$ cat config.mk
export PLATFORM = sky130hd
export DESIGN_NAME = dsec_rx_ctrl
export DESIGN_NICKNAME = d
export VERILOG_FILES = /design/src/rtl/dsec_rx_ctrl.sv
export SDC_FILE = /design/constraint.sdc
export NUM_CORES = 1
export LEC_CHECK = 0
export CORE_UTILIZATION = 37
export CTS_CLUSTER_DIAMETER = 100
export CTS_CLUSTER_SIZE = 24
export DETAILED_ROUTE_END_ITERATION = 6
export GPL_ROUTABILITY_DRIVEN = 1
export PLACE_DENSITY_LB_ADDON = 0.1
export SYNTH_ARGS = -nofsm -noshare
export SYNTH_HDL_FRONTEND = slang
export SYNTH_SLANG_ARGS = --single-unit
$ cat constraint.sdc
create_clock -name clk -period 2.5 [get_ports clk]
set_input_delay 0.5 -clock clk [delete_from_list [all_inputs] [get_ports clk]]
set_output_delay 0.5 -clock clk [all_outputs]
set_load 0.05 [all_outputs]
$ cat src/rtl/dsec_rx_ctrl.sv
// dsec_rx_ctrl -- receive-side controller for the encrypted word stream.
//
// Loads three 64-bit keys, forwards ciphertext to an external combinational
// Triple-DES decryption core and buffers the returned plaintext in a 2-entry
// output queue with a valid/received handshake. Protocol errors are reported
// in-band on data_out while error is high.
//
// Optional feature: define DSEC_RX_KEYCHK_EN to check every key beat for odd
// parity in each byte. A key that fails the check is still stored, and the
// block enters the error state with error 8'h03.
//
// Ports:
//   clk         clock, rising edge
//   rst         asynchronous active-low reset
//   data_in     key word or ciphertext word
//   key_config  marks the current beat as key 1 of a key load
//   in_valid    data_in valid; a beat transfers on in_valid && rdy
//   out_rcvd    downstream takes data_out on out_valid && out_rcvd
//   dec_out     plaintext from the external decryption core
//   rdy         block can accept a beat
//   data_out    head of the output queue, or the error code in ERR
//   out_valid   data_out is valid
//   error       block is in the error state
//   dec_in      ciphertext to the decryption core (equals data_in)
//   key_1..3    registered keys to the decryption core
module dsec_rx_ctrl #(
  parameter logic [63:0] ERR_BASE = 64'hDEAD_0000_0000_0000
) (
  input  logic        clk,
  input  logic        rst,
  input  logic [63:0] data_in,
  input  logic        key_config,
  input  logic        in_valid,
  input  logic        out_rcvd,
  input  logic [63:0] dec_out,
  output logic        rdy,
  output logic [63:0] data_out,
  output logic        out_valid,
  output logic        error,
  output logic [63:0] dec_in,
  output logic [63:0] key_1,
  output logic [63:0] key_2,
  output logic [63:0] key_3
);

  typedef enum logic [2:0] {
    S_NOKEY,
    S_KEY2,
    S_KEY3,
    S_RUN,
    S_ERR
  } state_t;

  localparam logic [7:0] ERR_NO_KEY  = 8'h01;
  localparam logic [7:0] ERR_KEY_PAR = 8'h03;

  state_t      state_q, state_d;
  logic [63:0] key_1_q, key_1_d;
  logic [63:0] key_2_q, key_2_d;
  logic [63:0] key_3_q, key_3_d;
  logic [63:0] q0_q, q0_d;          // queue head
  logic [63:0] q1_q, q1_d;          // second entry
  logic [1:0]  count_q, count_d;
  logic [7:0]  err_num_q, err_num_d;

  logic xfer, pop, key_beat, key_bad;

  // Byte-wise odd parity check of the incoming key word.
`ifdef DSEC_RX_KEYCHK_EN
  always_comb begin
    key_bad = 1'b0;
    for (int b = 0; b < 8; b++) begin
      if (!(^data_in[8*b +: 8])) key_bad = 1'b1;
    end
  end
`else
  assign key_bad = 1'b0;
`endif

  // Outputs
  assign error     = (state_q == S_ERR);
  assign out_valid = error || (count_q != 2'd0);
  assign data_out  = error ? (ERR_BASE | {56'd0, err_num_q}) : q0_q;
  assign rdy       = (state_q != S_RUN) || (count_q != 2'd2);
  assign dec_in    = data_in;
  assign key_1     = key_1_q;
  assign key_2     = key_2_q;
  assign key_3     = key_3_q;

  assign xfer = in_valid && rdy;
  assign pop  = out_valid && out_rcvd && !error;

  // NOTE: every signal written here gets a default first, so no path leaves
  // a value unassigned and no latch is inferred.
  always_comb begin
    state_d   = state_q;
    key_1_d   = key_1_q;
    key_2_d   = key_2_q;
    key_3_d   = key_3_q;
    q0_d      = q0_q;
    q1_d      = q1_q;
    count_d   = count_q;
    err_num_d = err_num_q;
    key_beat  = 1'b0;

    // Pop first; a push in the same cycle then lands behind the survivor.
    if (pop) begin
      q0_d    = q1_q;
      count_d = count_q - 2'd1;
    end

    if (xfer) begin
      unique case (state_q)
        S_NOKEY, S_RUN, S_ERR: begin
          if (key_config) begin
            key_1_d  = data_in;
            count_d  = 2'd0;
            state_d  = S_KEY2;
            key_beat = 1'b1;
          end else if (state_q == S_NOKEY) begin
            state_d   = S_ERR;
            err_num_d = ERR_NO_KEY;
            count_d   = 2'd0;
          end else if (state_q == S_RUN) begin
            // rdy guarantees at most one entry is left after the pop.
            if (count_d == 2'd0) q0_d = dec_out;
            else                 q1_d = dec_out;
            count_d = count_d + 2'd1;
          end
        end
        S_KEY2: begin
          key_2_d  = data_in;
          state_d  = S_KEY3;
          key_beat = 1'b1;
        end
        S_KEY3: begin
          key_3_d  = data_in;
          state_d  = S_RUN;
          key_beat = 1'b1;
        end
        default: state_d = S_NOKEY;
      endcase
    end

    // A key with bad parity is kept but diverts the load into ERR.
    if (key_beat && key_bad) begin
      state_d   = S_ERR;
      err_num_d = ERR_KEY_PAR;
      count_d   = 2'd0;
    end
  end

  // NOTE: queue storage is reset along with the control state because the
  // head entry drives data_out, which must read 0 straight out of reset.
  always_ff @(posedge clk or negedge rst) begin
    if (!rst) begin
      state_q   <= S_NOKEY;
      key_1_q   <= '0;
      key_2_q   <= '0;
      key_3_q   <= '0;
      q0_q      <= '0;
      q1_q      <= '0;
      count_q   <= 2'd0;
      err_num_q <= 8'd0;
    end else begin
      // NOTE: non-blocking assignments so every register samples the
      // pre-edge values computed above.
      state_q   <= state_d;
      key_1_q   <= key_1_d;
      key_2_q   <= key_2_d;
      key_3_q   <= key_3_d;
      q0_q      <= q0_d;
      q1_q      <= q1_d;
      count_q   <= count_d;
      err_num_q <= err_num_d;
    end
  end

endmodule

==> ci_impl_report.md <==
### Metrics collected by this job

| Metric | Value |
|---|---|
| Crit path max-delay cell type | `or3b_4` |
| Reg2Reg Depth | `8` |
| WP data arrival | `1940 ps` |
| Final wirelength | `37.8 mm` |
| Number of enable flip-flop cells | `0` |
| Final cell count without fillers | `1,916` |
| Final min period | `2440 ps` |
| Antenna violations before repair | `1` |
| CTS Hold Bufs | `1` |
| # Cells Yosys | `1,008` |
| Late-Pin Clk Latency | `510 ps` |
| Clock buffer count from CTS | `17` |
| Post-route cell area | `19,600 µm²` |
| Adders+Majority by Area | `0.179%` |
| Synth flops | `326` |
| Top cells by count | `dfrtp_1, mux2_2, a21oi_1, nor2_1` |
| Dominant flop cell | `dfrtp_1` |
| Multiplexer share of the synthesized area | `27.0%` |
| Layout cells sized above 1 | `33.5%` |
| Max-slew headroom | `57.8%` |
| Die Span X | `196 µm` |
| Most numerous cell on the critical path | `nand2_1` |
| Total global routing overflow | `0` |
| Unrepaired setup endpoints after global routing | `yes` |
| Post-CTS Resized | `10` |
| Antenna viol nets, final | `0` |
| XORs/XNORs by Area | `0.125%` |
| Yosys top cell area share | `58.4%` |
| Drt drc | `0` |
| # Post-CTS Setup Buffers | `1` |
| CTS tree | `built` |
| Critical Path End | `data_out[0]` |
| Worst Clk Skew | `11.3 ps` |
| Synth Instances | `1,008` |
| Top sig layer | `met4` |
| Crit end category | `output pin` |
| Worst slack, placed | `48.5 ps` |
| Final setup viols | `0` |
| Fmax achieved | `410 MHz` |
| Max incr delay on CP | `450 ps` |
| Hold Startpoint | `err_num_q[0]$_DFFE_PN0P_` |
| Non-clk buf share | `26.9%` |
| WHS Endpoint | `err_num_q[0]$_DFFE_PN0P_` |
| I/O pins | `456` |
| Status | `finished, final reports clean` |
| Inverters | `5` |
| Number of logic gates | `557` |
| Cell area leaders | `dfrtp_1, mux2_2, mux2_4` |
| Register clock-pin slew on the reported worst setup and hold paths | `100 ps` |
| Tool warnings | `28` |
| Clkbuf count | `17` |
| TritonCTS Sinks | `326` |
| Vias post-DR | `9,057` |
| GRT Util Overall | `19.4%` |
| Placer Congestion | `0.768` |
| Count leader, synth | `dfrtp_1` |
| Final clock-cell share | `2.37%` |
| M1 WL | `15.9 mm` |
| Flops | `326` |
| Fin. Hold Viols | `0` |
| Multi-input logic area | `5060 µm²` |
| Port bufs | `455` |
| Register area | `8160 µm²` |
| Setup TNS | `0 ps` |
| Post-Place Cells | `1,894` |
| Post-Syn Area | `14,000 µm²` |
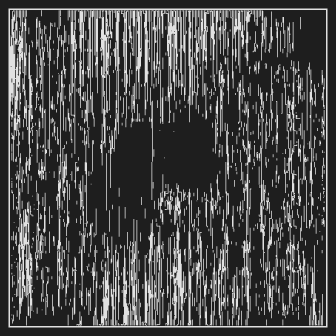
Fig. 1. Metal 2.
nets with wire on the layer: 1,401
longest straight run: 83.0 µm

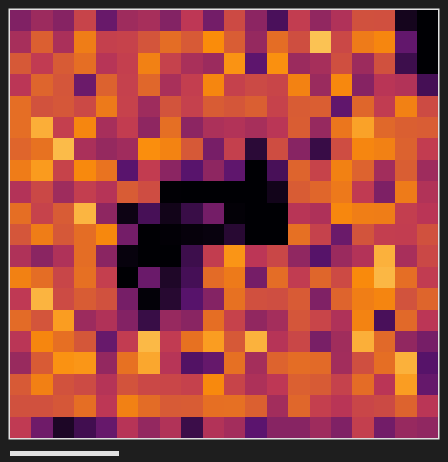
Fig. 2. Placement density heat map.
Scale bar: 50 µm. 20 x 20 tiles, from black (low) to pale yellow (high), 0 to 100% covered.
nearly empty tiles: 5.2%
emptiest ninth of the die: center
fullest tile: 87%
mean over tiles: 49%
tiles over 75% full: 6.0%

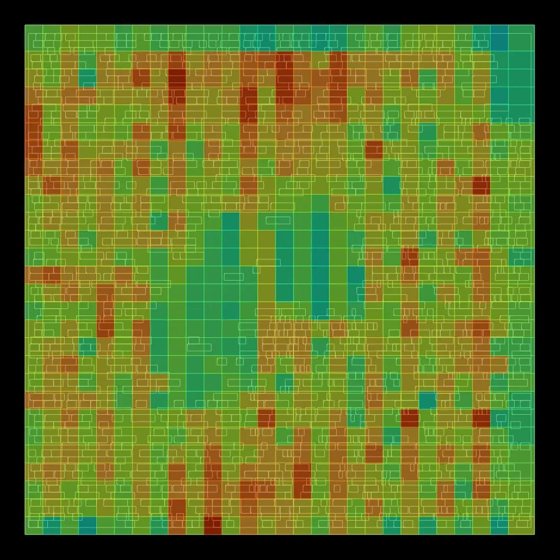
Fig. 3. Routing congestion map.
met2 GRT Util: 32.5%
met3 Use GR: 5.65%
busiest grt layer: met2

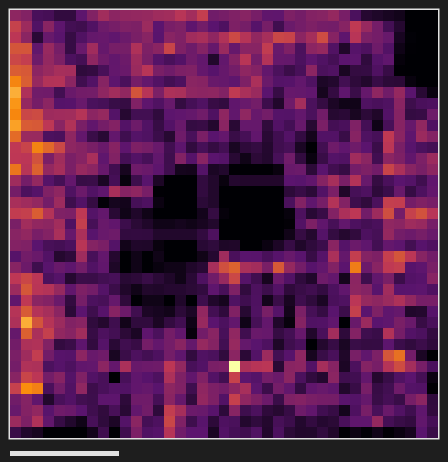
Fig. 4. Wiring heat map.
Scale bar: 50 µm. 39 x 39 tiles, from black (low) to pale yellow (high), scaled to the fullest tile. Values are wire area over tile area, all layers added.
densest ninth of the die: upper left
mean over tiles: 0.16
nearly empty tiles: 6.7%
fullest tile: 0.63
emptiest ninth of the die: center
tiles over half the peak: 5.3%

